File: src/rtl/pong_pkg.sv
// Types and screen geometry shared by the pong physics stage and the ball renderer.
package pong_pkg;

  localparam int SCREEN_W = 320;
  localparam int SCREEN_H = 240;

  typedef logic [8:0] xcoord_t;
  typedef logic [7:0] ycoord_t;
  typedef logic [2:0] colour_t;

  typedef enum logic [2:0] {
    ST_CLEAR = 3'd0,
    ST_IDLE  = 3'd1,
    ST_ERASE = 3'd2,
    ST_DRAW  = 3'd3,
    ST_DONE  = 3'd4
  } render_state_t;

  // Sums are one bit wider than the screen coordinates so an overflow clips instead of wrapping.
  function automatic logic on_screen(input logic [9:0] col, input logic [8:0] row);
    return (col < 10'(SCREEN_W)) && (row < 9'(SCREEN_H));
  endfunction

endpackage

File: src/rtl/ball_renderer_rect_scan.sv
// Row-major rectangle scanner: presents the pixel offset to emit next and advances on step.
// The counters wrap to (0,0) after the last pixel, so back-to-back passes need no restart cycle.
module rect_scan
  import pong_pkg::*;
(
  input  logic    i_clock,
  input  logic    i_reset,
  input  logic    i_start,
  input  logic    i_step,
  input  xcoord_t i_width,
  input  ycoord_t i_height,
  output xcoord_t o_cx,
  output ycoord_t o_cy,
  output logic    o_last
);

  xcoord_t r_cx;
  ycoord_t r_cy;
  logic    w_row_end;

  assign o_cx      = i_start ? '0 : r_cx;
  assign o_cy      = i_start ? '0 : r_cy;
  assign w_row_end = (o_cx == i_width - 9'd1);
  assign o_last    = w_row_end && (o_cy == i_height - 8'd1);

  always_ff @(posedge i_clock or negedge i_reset) begin
    if (!i_reset) begin
      r_cx <= '0;
      r_cy <= '0;
    end else if (i_step) begin
      if (o_last) begin
        r_cx <= '0;
        r_cy <= '0;
      end else if (w_row_end) begin
        r_cx <= '0;
        r_cy <= o_cy + 8'd1;
      end else begin
        r_cx <= o_cx + 9'd1;
      end
    end
  end

endmodule

File: src/rtl/ball_renderer.sv
// Turns ball positions from the physics stage into VGA pixel writes: erase old square, draw new.
// Define SCREEN_CLEAR_EN to sweep the whole screen with the background colour after reset.
module ball_renderer
  import pong_pkg::*;
#(
  parameter int      BALL_SIZE   = 4,
  parameter colour_t BALL_COLOUR = 3'b111,
  parameter colour_t BG_COLOUR   = 3'b000
) (
  input  logic          clock,
  input  logic          reset,
  input  logic          set,
  input  xcoord_t       x,
  input  ycoord_t       y,
  output logic          ready,
  output logic          done,
  output xcoord_t       vga_x,
  output ycoord_t       vga_y,
  output colour_t       colour,
  output logic          plot,
  output render_state_t dbg_state
);

  // Handshake: set is a one-cycle pulse; x/y are sampled only in that cycle. A pulse while busy
  // is parked in a 1-deep pending slot (newest wins); done pulses once per finished update.

  render_state_t r_state, w_next, w_kind;
  xcoord_t r_new_x, r_old_x, r_pend_x, r_vga_x, w_src_x, w_base_x, w_scan_w, w_cx;
  ycoord_t r_new_y, r_old_y, r_pend_y, r_vga_y, w_src_y, w_base_y, w_scan_h, w_cy;
  colour_t r_colour, w_colour;
  logic    r_have_old, r_pend_v, r_last, r_ready, r_done, r_plot;
  logic    w_start, w_emit, w_load_new, w_pend_v_next, w_ready_next, w_scan_last;
  logic [9:0] w_col;
  logic [8:0] w_row;

  rect_scan u_scan (
    .i_clock (clock),
    .i_reset (reset),
    .i_start (w_start),
    .i_step  (w_emit),
    .i_width (w_scan_w),
    .i_height(w_scan_h),
    .o_cx    (w_cx),
    .o_cy    (w_cy),
    .o_last  (w_scan_last)
  );

  // r_last marks that the pixel currently on the outputs closed a pass.
  always_comb begin
    w_next     = r_state;
    w_kind     = ST_DRAW;
    w_start    = 1'b0;
    w_emit     = 1'b0;
    w_load_new = 1'b0;
    w_src_x    = x;
    w_src_y    = y;
    case (r_state)
      ST_IDLE: begin
        if (set || r_pend_v) begin
          w_load_new = 1'b1;
          w_start    = 1'b1;
          w_emit     = 1'b1;
          if (!set) begin
            w_src_x = r_pend_x;
            w_src_y = r_pend_y;
          end
          w_kind = r_have_old ? ST_ERASE : ST_DRAW;
          w_next = w_kind;
        end
      end
      ST_ERASE: begin
        w_emit = 1'b1;
        if (r_last) begin
          w_start = 1'b1;
          w_kind  = ST_DRAW;
          w_next  = ST_DRAW;
        end else begin
          w_kind = ST_ERASE;
        end
      end
      ST_DRAW: begin
        if (r_last) w_next = ST_DONE;
        else        w_emit = 1'b1;
      end
      ST_DONE: begin
        if (r_pend_v) begin
          w_load_new = 1'b1;
          w_start    = 1'b1;
          w_emit     = 1'b1;
          w_src_x    = r_pend_x;
          w_src_y    = r_pend_y;
          w_kind     = ST_ERASE;
          w_next     = ST_ERASE;
        end else begin
          w_next = ST_IDLE;
        end
      end
      ST_CLEAR: begin
`ifdef SCREEN_CLEAR_EN
        if (r_last) begin
          w_next = ST_IDLE;
        end else begin
          w_emit = 1'b1;
          w_kind = ST_CLEAR;
        end
`else
        w_next = ST_IDLE;
`endif
      end
      default: w_next = ST_IDLE;
    endcase

    w_pend_v_next = r_pend_v;
    if (set && r_state != ST_IDLE) w_pend_v_next = 1'b1;
    else if (w_load_new)           w_pend_v_next = 1'b0;
    w_ready_next = (w_next == ST_IDLE) && !w_pend_v_next;
  end

  always_comb begin
    w_base_x = '0;
    w_base_y = '0;
    w_colour = BG_COLOUR;
    w_scan_w = 9'(BALL_SIZE);
    w_scan_h = 8'(BALL_SIZE);
    case (w_kind)
      ST_ERASE: begin
        w_base_x = r_old_x;
        w_base_y = r_old_y;
      end
      ST_DRAW: begin
        w_base_x = w_load_new ? w_src_x : r_new_x;
        w_base_y = w_load_new ? w_src_y : r_new_y;
        w_colour = BALL_COLOUR;
      end
      ST_CLEAR: begin
        w_scan_w = 9'(SCREEN_W);
        w_scan_h = 8'(SCREEN_H);
      end
      default: ;
    endcase
    w_col = {1'b0, w_base_x} + {1'b0, w_cx};
    w_row = {1'b0, w_base_y} + {1'b0, w_cy};
  end

  always_ff @(posedge clock or negedge reset) begin
    if (!reset) begin
`ifdef SCREEN_CLEAR_EN
      r_state <= ST_CLEAR;
      r_ready <= 1'b0;
`else
      r_state <= ST_IDLE;
      r_ready <= 1'b1;
`endif
      r_new_x    <= '0;
      r_new_y    <= '0;
      r_old_x    <= '0;
      r_old_y    <= '0;
      r_pend_x   <= '0;
      r_pend_y   <= '0;
      r_pend_v   <= 1'b0;
      r_have_old <= 1'b0;
      r_last     <= 1'b0;
      r_done     <= 1'b0;
      r_plot     <= 1'b0;
      r_vga_x    <= '0;
      r_vga_y    <= '0;
      r_colour   <= '0;
    end else begin
      r_state  <= w_next;
      r_ready  <= w_ready_next;
      r_pend_v <= w_pend_v_next;
      r_plot   <= w_emit && on_screen(w_col, w_row);
      r_last   <= w_emit && w_scan_last;
      r_done   <= (r_state == ST_DRAW) && r_last;
      if (w_emit) begin
        r_vga_x  <= w_col[8:0];
        r_vga_y  <= w_row[7:0];
        r_colour <= w_colour;
      end
      if (set && r_state != ST_IDLE) begin
        r_pend_x <= x;
        r_pend_y <= y;
      end
      if (w_load_new) begin
        r_new_x <= w_src_x;
        r_new_y <= w_src_y;
      end
      // The finished square becomes the one to erase on the next update.
      if (r_state == ST_DRAW && r_last) begin
        r_old_x    <= r_new_x;
        r_old_y    <= r_new_y;
        r_have_old <= 1'b1;
      end
    end
  end

  assign ready     = r_ready;
  assign done      = r_done;
  assign plot      = r_plot;
  assign vga_x     = r_vga_x;
  assign vga_y     = r_vga_y;
  assign colour    = r_colour;
  assign dbg_state = r_state;

endmodule

File: config.mk
export PLATFORM = sky130hd
export DESIGN_NAME = ball_renderer
export DESIGN_NICKNAME = d
export VERILOG_FILES = /design/src/rtl/pong_pkg.sv /design/src/rtl/ball_renderer_rect_scan.sv /design/src/rtl/ball_renderer.sv
export SDC_FILE = /design/constraint.sdc
export NUM_CORES = 1
export LEC_CHECK = 0
export CORE_UTILIZATION = 35
export CTS_CLUSTER_DIAMETER = 100
export CTS_CLUSTER_SIZE = 24
export DETAILED_ROUTE_END_ITERATION = 10
export DONT_BUFFER_PORTS = 1
export HOLD_SLACK_MARGIN = 0.1
export PLACE_DENSITY = 0.48
export SETUP_SLACK_MARGIN = 0.02
export SLEW_MARGIN = 0
export SYNTH_ARGS = -nofsm -noshare
export SYNTH_HDL_FRONTEND = slang
export SYNTH_SLANG_ARGS = --single-unit
export TNS_END_PERCENT = 100
File: constraint.sdc
create_clock -name clock -period 4.5 [get_ports clock]
set_input_delay 0.45 -clock clock [delete_from_list [all_inputs] [get_ports clock]]
set_output_delay 0.45 -clock clock [all_outputs]
set_load 0.01 [all_outputs]
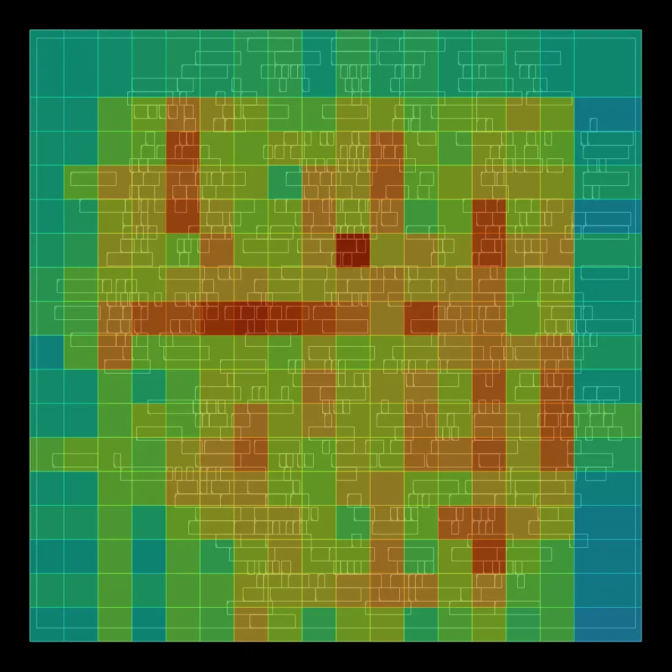
**Above:** routing congestion map.
GR Util met1: 27.3%
GRT Max-Usage Layer: met2
met3 usage: 2.93%
GR Layer Usage met2: 27.5%
wire per inst: 18.2 um

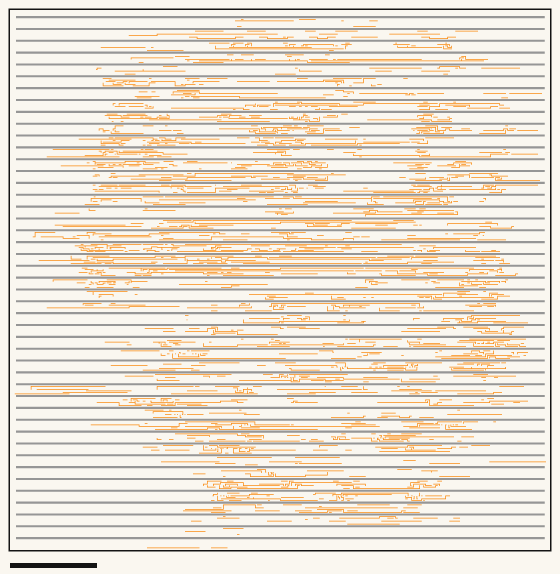
**Above:** met1 routing.
The bar under the picture is 20 um long. Supply wires on this layer in grey.
wire length on this layer	6600 um
nets with wire on the layer	564
share of all routed wire	49%
longest straight run	49.7 um
main direction	horizontal
routed wire length: 13400 um
via count: 4104

==> results.sh <==
# flow metrics
export IMPL_start_kind="flip-flop"
export IMPL_max_stage_delay_ps=660
export IMPL_endpoint_kind="flip-flop"
export IMPL_seqCellArea_sq_um=2380
export IMPL_maxCapViolations=0
export IMPL_hp_class="input port to flip-flop"
export IMPL_setup_violations=0
export IMPL_synthCells=560
export IMPL_fillerInstances=1490
export IMPL_rsz0062_at_grt="false"
export IMPL_cp_data_arrival_time_ps=4330
export IMPL_gp_congestion=0.877
export IMPL_die_area_sq_um=15400
export IMPL_clockRootBuffer="clkbuf_16"
export IMPL_synth_edff_count=0
export IMPL_numCtsBuffers=9
export IMPL_core_area_sq_um=14500
export IMPL_ys_cells=560
export IMPL_fp_dieH_um=124
export IMPL_final_common_cell="nand2_1"
export IMPL_clock_skew_ps=12.5
export IMPL_logic_area_sq_um=2560
export IMPL_avgSynthCellArea_sq_um=9.31
export IMPL_finalCritPeriodShare_pct=89.9
export IMPL_ios=46
export IMPL_drc_errors=0
export IMPL_htree_levels=3
export IMPL_ff_type="dfrtp_1"
export IMPL_layout_top_cells="nand2_1 (97), dfrtp_1 (93), nor2_1 (42), a21oi_1 (35), inv_1 (29)"
export IMPL_tightest_slew_ps=675
export IMPL_worstPathCellList="nor3b_1 -> o211a_1 -> a222oi_1 -> a21oi_1 -> ha_1 -> a21oi_1 -> a221oi_1 -> o31ai_2 -> or4b_1 -> a211oi_1 -> o311a_1"
export IMPL_status="finished clean"
export IMPL_tritoncts="built"
export IMPL_clk_latency_ps=350
export IMPL_crit_type="flip-flop to flip-flop"
export IMPL_grt_start_max_net_pins=96
export IMPL_syn_nets=599
export IMPL_cts_resized=0
export IMPL_holdBufCountCts=2
export IMPL_tool_warnings=26
export IMPL_n_antenna_cell=0
export IMPL_clk_pin_slew_worst_paths_ps=70
export IMPL_initial_core_util_pct=35.9
export IMPL_leakagePower_uw=0.00271
export IMPL_max_vdd_ir_drop_v=0.000241
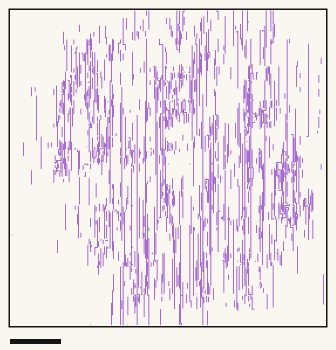
**Above:** the metal 2 layer.
The bar under the picture is 20 um long.
main direction	vertical
longest straight run	69.7 um
wire length on this layer	5970 um

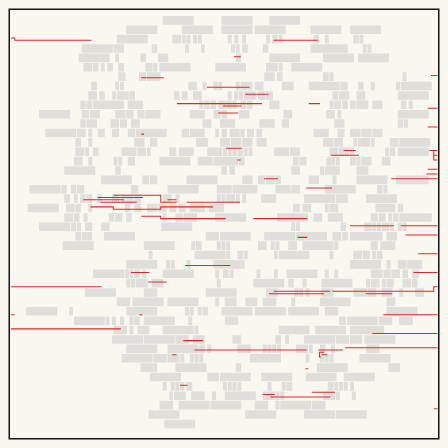
**Above:** M3 wires.
Cells faint in the background.
share of all routed wire	4.8%
main direction	horizontal
longest straight run	32.2 um
nets with wire on the layer	51
wire length on this layer	646 um

[worst paths after layout]
check                           depth (start not counted)                 endpoint                    from  slack (ps)
worst max register to register                         11           plot$_DFF_PN0_  dbg_state[0]$_DFF_PN1_         450
worst min-delay path                                    1  r_pend_y[0]$_DFFE_PN0P_                    y[0]         240
worst max-delay path                                   11           plot$_DFF_PN0_  dbg_state[0]$_DFF_PN1_         450
min in group asynchronous                               2  r_pend_x[2]$_DFFE_PN0P_                   reset         680
worst min register to register                          2   r_old_y[6]$_DFFE_PN0P_    r_new_y[6]$_DFF_PN0_         470
max in group asynchronous                               2          ready$_DFF_PN1_                   reset        3420
[per-layer routing]
layer	share of wire [%]	routed length, um	track usage, %
met4	1.7	223	7.14
met2	44	5970	27.5
met5	0	0	0
met1	49	6600	27.3
met3	4.8	645	2.93
[registers in the layout (all words and copies together) (netlist names), 3 cells and up]
register     cells
dbg_state        3
u_scan.r_cy      8
r_new_x          9
u_scan.r_cx      9
vga_x            9
r_old_x          9
r_old_y          8
vga_y            8
r_new_y          8
r_pend_y         8
r_pend_x         9
[kinds of logic after synthesis]
kind of cell,Yosys count,synth area share (%)
AND-OR/OR-AND,129,17.6
XOR/XNOR,14,2.35
adder cells (fa/ha/maj),20,5.04
buffers and inverters,64,5.16
flip-flops,95,45.7
multiplexers,23,4.87
AND/OR/NAND/NOR,215,19.3
[final cells by class]
class | count | share of cell area [%]
multi-input cells | 401 | 44.9
flip-flops and latches | 95 | 41.7
inverters | 31 | 2.04
clock buffers | 11 | 4.25
well taps | 184 | 4.03
repair buffers | 13 | 2.10
clock inverters | 4 | 0.964
[worst register-to-register path: cells and delay by family (launching register included)]
| family | cells | cell delay, ps |
|---|---|---|
| and+or+nand+nor | 2 | 860 |
| DFF | 1 | 660 |
| adders and majority gates | 1 | 300 |
| AOI/OAI and AO/OA | 8 | 2180 |
[metrics by stage]
stage	hold slack, ps	utilization (%)	power, uW	cells	setup WS (ps)
after floorplan	154	-	3060	560	671
after global placement	159	37.0	3610	722	598
after detailed placement	159	37.0	3640	722	524
after CTS	231	39.3	4460	739	484
after global routing	232	39.3	4790	739	122
final	243	39.3	4400	739	453
[synthesized netlist by cell type (3+ instances only)]
library cell	count	area share [%]
o21ai_0	21	2.0
xnor2_1	12	2.0
clkbuf_1	22	1.6
a21oi_1	35	3.4
nor2_1	42	3.0
ha_1	17	4.1
mux2_2	19	4.1
a21o_1	8	1.2
nor3_1	6	0.58
dfrtp_1	93	45
nor4_1	3	0.36
o41ai_1	3	0.50
nor2b_1	4	0.48
and3_1	22	2.6
buf_2	5	0.48
nand2_1	97	7.0
or3_1	4	0.48
inv_1	29	2.1
mux2i_1	4	0.77
a211oi_1	3	0.43
o31ai_1	11	1.6
o21a_1	4	0.58
a31oi_1	5	0.60
nand3_1	17	1.6
nand4_1	4	0.48
a222oi_1	14	2.7
[report_power, final]
part / internal [uW] / switching [uW] / total, uW / leakage [uW]
Sequential: 1180 / 265 / 1450 / 0.00118
Clock: 446 / 332 / 778 / 0.000142
Combinational: 871 / 1310 / 2180 / 0.00139
Total: 2500 / 1900 / 4400 / 0.00271
No activity file was given, so power comes from the tool's default toggle rates.
